==> config.mk <==
export PLATFORM = sky130hd
export DESIGN_NAME = pc_trap_unit
export DESIGN_NICKNAME = d
export VERILOG_FILES = /design/src/rtl/pc_pkg.sv /design/src/rtl/epc_stack.sv /design/src/rtl/pc_trap_unit.sv
export SDC_FILE = /design/constraint.sdc
export NUM_CORES = 1
export LEC_CHECK = 0
export ABC_CLOCK_PERIOD_IN_PS = 8400
export CAP_MARGIN = 20
export CORE_UTILIZATION = 53
export CTS_CLUSTER_SIZE = 12
export DETAILED_ROUTE_END_ITERATION = 7
export PLACE_DENSITY = 0.8
export SETUP_SLACK_MARGIN = 0.3
export SLEW_MARGIN = 20
export SYNTH_ARGS = -nofsm -noshare
export SYNTH_HDL_FRONTEND = slang
export SYNTH_SLANG_ARGS = --single-unit
==> constraint.sdc <==
create_clock -name i_clk -period 8.4 [get_ports i_clk]
set_input_delay 0.84 -clock i_clk [delete_from_list [all_inputs] [get_ports i_clk]]
set_output_delay 0.84 -clock i_clk [all_outputs]
set_load 0.005 [all_outputs]
Fig. 1: met3 routing
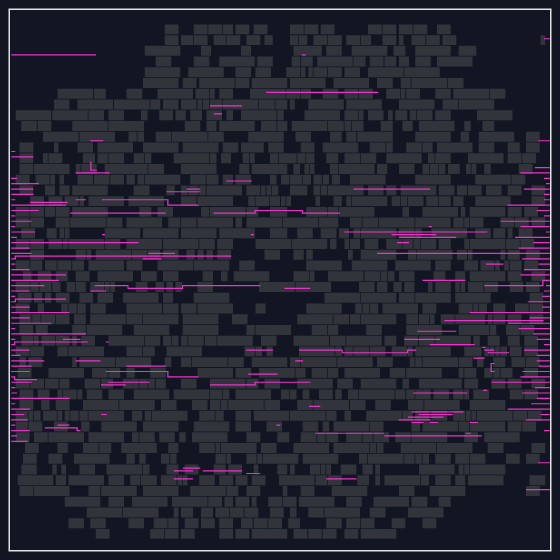
share of all routed wire: 5.5%
main direction: horizontal
longest straight run: 54.5 um
wire length on this layer: 1370 um
total routed wirelength: 25.03 mm
met3 layer usage reported by global route: 0.05926
total number of vias: 7319

Fig. 2: track usage over the die
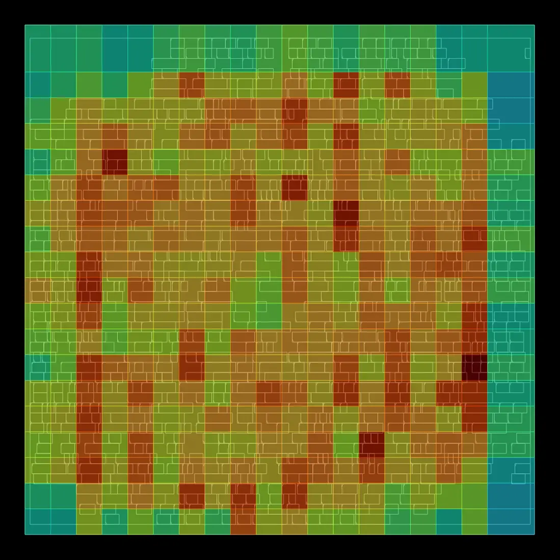
most crowded layer after global routing: met2
Total GRT Usage: 0.2802

Fig. 3: cells by drive strength
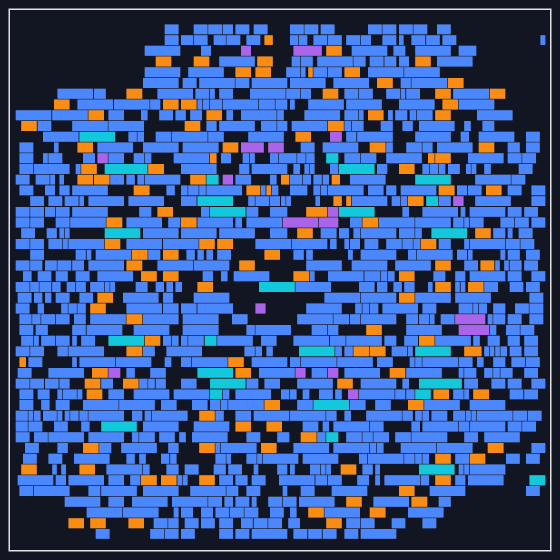
[_0 and _1 cells] blue | cells: 798 | share: 82% | most used: dfrtp_1
[_3 and _4 cells] purple | cells: 18 | share: 1.9% | most used: buf_4
[_6 and larger] cyan | cells: 27 | share: 2.8% | most used: clkbuf_16
[_2 cells] orange | cells: 126 | share: 13% | most used: mux2_2
post-route cell area: 0.01207 sq mm
slack of the critical path: 3.824 ns
count of buffers not belonging to the clock network in the layout: 178
area added between synthesis and finish: 25.26%

Fig. 4: clock distribution
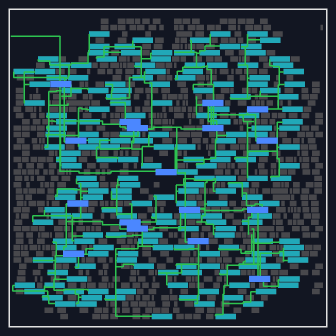
[clock drivers] blue | count: 17
[flip-flops] cyan | count: 196
[clock wires] green | length: 2080 um
flops lie: widely spread
latest clock arrival within the worst-skew pair: 0.43 ns
clock network power consumption: 0.821 mW
Final Skew: 0.008518 ns
proportion of power drawn by the clock network: 0.232

Fig. 5: selected gate families
The bar under the picture is 50 um long.
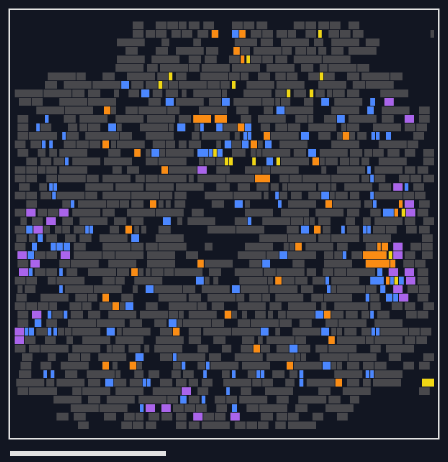
[XOR/XNOR gates] purple | cells: 29
[inverters] yellow | cells: 17
[NAND gates] blue | cells: 125
[NOR gates] orange | cells: 43
share of the final layout cell area in multi-input gates: 0.3695
non-filler cells, final: 1194
Commonest Layout Cell: sky130_fd_sc_hd__dfrtp_1

==> datasheet_impl.txt <==
Table: implementation figures

Parameter                              Value

CTS
  Clock tree from TritonCTS    done
  TritonCTS Buffers    17
  Clk root buf    sky130_fd_sc_hd__clkbuf_16
  CTS clock-pin slew for the worst setup and hold paths    about 0.07 ns
  TritonCTS Sinks    approximately 200
  Hold-fix buffer count after cts    0

Placement
  Cell area after placement    approximately 0.011 sq mm
  Buffers added on ports    around 170
  DP Wirelength    around 15 mm
  GP Congestion    between 0.7 and 0.8

STA
  Setup violators final    0
  Worst-margin pin slew    between 1 and 1.5 ns
  Number of hold violations in the final report    0
  F_max    218.5 MHz
  Fraction of the cycle the final worst path needs    0.5448
  Count of pins over their slew limit    0
  Setup total negative slack    0 ns
  Worst slew slack as a fraction of its limit    0.2977
  Crit path time final    roughly 4.6 ns

Final layout
  Final layout net count    ~1000
  Largest register FFs    ~130
  Share of post-route cells with drive strength above 1    0.1765
  Share of the core filled with cells    0.6881
  Number of inserted filler cells in the final layout    between 1000 and 1500

Setup path
  Worst r2r path cells    6
  Path type of the worst setup path    flip-flop to primary output
  Kind of capture point of the worst setup path    primary output
  Maximum fanout along the worst path    32
  R2R setup slack    4.79 ns
  Worst Path Arrival    ~3.7 ns

Die
  Full die area    0.01872 sq mm
  Height of the chip    approximately 140 um
  Starting density of the core    0.5494
  Number of primary I/O pins    around 170

Logic synthesis
  Biggest area contributors in the synthesized netlist    sky130_fd_sc_hd__dfrtp_1, sky130_fd_sc_hd__mux2_2, sky130_fd_sc_hd__mux2_1, sky130_fd_sc_hd__a21oi_1, sky130_fd_sc_hd__a22o_1
  Unique cell types    between 40 and 50
  Portion of the post-synthesis area used by sequential elements    0.5091
  Post-synthesis cell type with the largest instance count    sky130_fd_sc_hd__dfrtp_1
  Top cell type's share of synthesized area    0.5091
  Yosys stat area    roughly 0.0096 sq mm
  Total number of yosys warnings    0
  Cell area after synthesis    roughly 0.0096 sq mm
  Share of async-settable or async-resettable flops after synthesis    1.000
  Mapped Nets    around 870
  Primary FF master, synth    sky130_fd_sc_hd__dfrtp_1
  Avg Cell Area, Syn    around 12 sq um
  Post-synth tally of flip-flops with integrated enable    0
  # Cells Yosys    between 800 and 900

Drt
  Via-to-Cell Ratio    approximately 6
  Iteration count of the initial detailed-routing pass    5
  Average detailed-routed wire length per instance    roughly 21 um

Global route
  Pin count of the biggest net entering global routing    122
  Number of antenna violations at the first check in global routing    0
  Overflow after GRT    0
  Vias in the first global route    ~7300

Hold path
  Hold Path Depth    1
  Worst min-delay path class    flip-flop to flip-flop

Run
  Number of OpenROAD warnings    32

Power
  Maximum resistive drop on vdd    around 160 uV
  Leakage power summed over all cells    roughly 5.7 nW

Run status
  Run status    finished clean
## critical path, stage by stage, from the launching register on
cell and delay, ns:
sky130_fd_sc_hd__dfrtp_1 0.62, sky130_fd_sc_hd__inv_2 0.60, sky130_fd_sc_hd__ha_2 0.30, sky130_fd_sc_hd__nor2b_4 0.85, sky130_fd_sc_hd__a22o_1 0.29, sky130_fd_sc_hd__a21o_1 0.13, sky130_fd_sc_hd__clkdlybuf4s50_1 0.51
## power by group
part / internal, mW / switching (mW)
Clock: 0.446 / 0.374
Combinational: 0.662 / 0.604
Sequential: 1.22 / 0.235
## per-layer routing
| metal | up-vias | wire (um) | global-route usage |
|---|---|---|---|
| met5 | - | 0 | 0 |
| met4 | 0 | 274 | 0.07631 |
| met1 | 3783 | 11370 | 0.3810 |
| met2 | 242 | 12010 | 0.4557 |
| li1 | 3269 | - | - |
| met3 | 25 | 1371 | 0.05926 |
## through the flow
stage          hold WS [ns]  total power, mW  setup WS (ns)
2_1_floorplan        0.4510            2.144          2.219
3_3_place_gp         0.4740            2.678          4.402
3_5_place_dp         0.4740            2.716          4.389
4_1_cts              0.4963            3.544          3.889
5_1_grt              0.5065            3.729          3.682
6_report             0.4942            3.541          3.824
## cell families after synthesis
group	Yosys count	share of synthesized area
compound gates	172	0.1305
xor+xnor	29	0.02636
fa+ha+maj	7	0.009090
buf+inv	78	0.03416
flops	196	0.5091
mux	160	0.1870
other cells	1	0.0003892
simple gates	177	0.1034
## area by class of cell
cell class | count | area, sq um | area share
clock buffers | 17 | 425.4 | 0.03525
clock inverters | 15 | 166.4 | 0.01379
inverters | 17 | 71.32 | 0.005910
multi-input cells | 546 | 4459 | 0.3695
flip-flops and latches | 196 | 4905 | 0.4064
well taps | 225 | 281.5 | 0.02333
repair buffers | 178 | 1759 | 0.1458
No activity file was given, so power comes from the tool's default toggle rates.
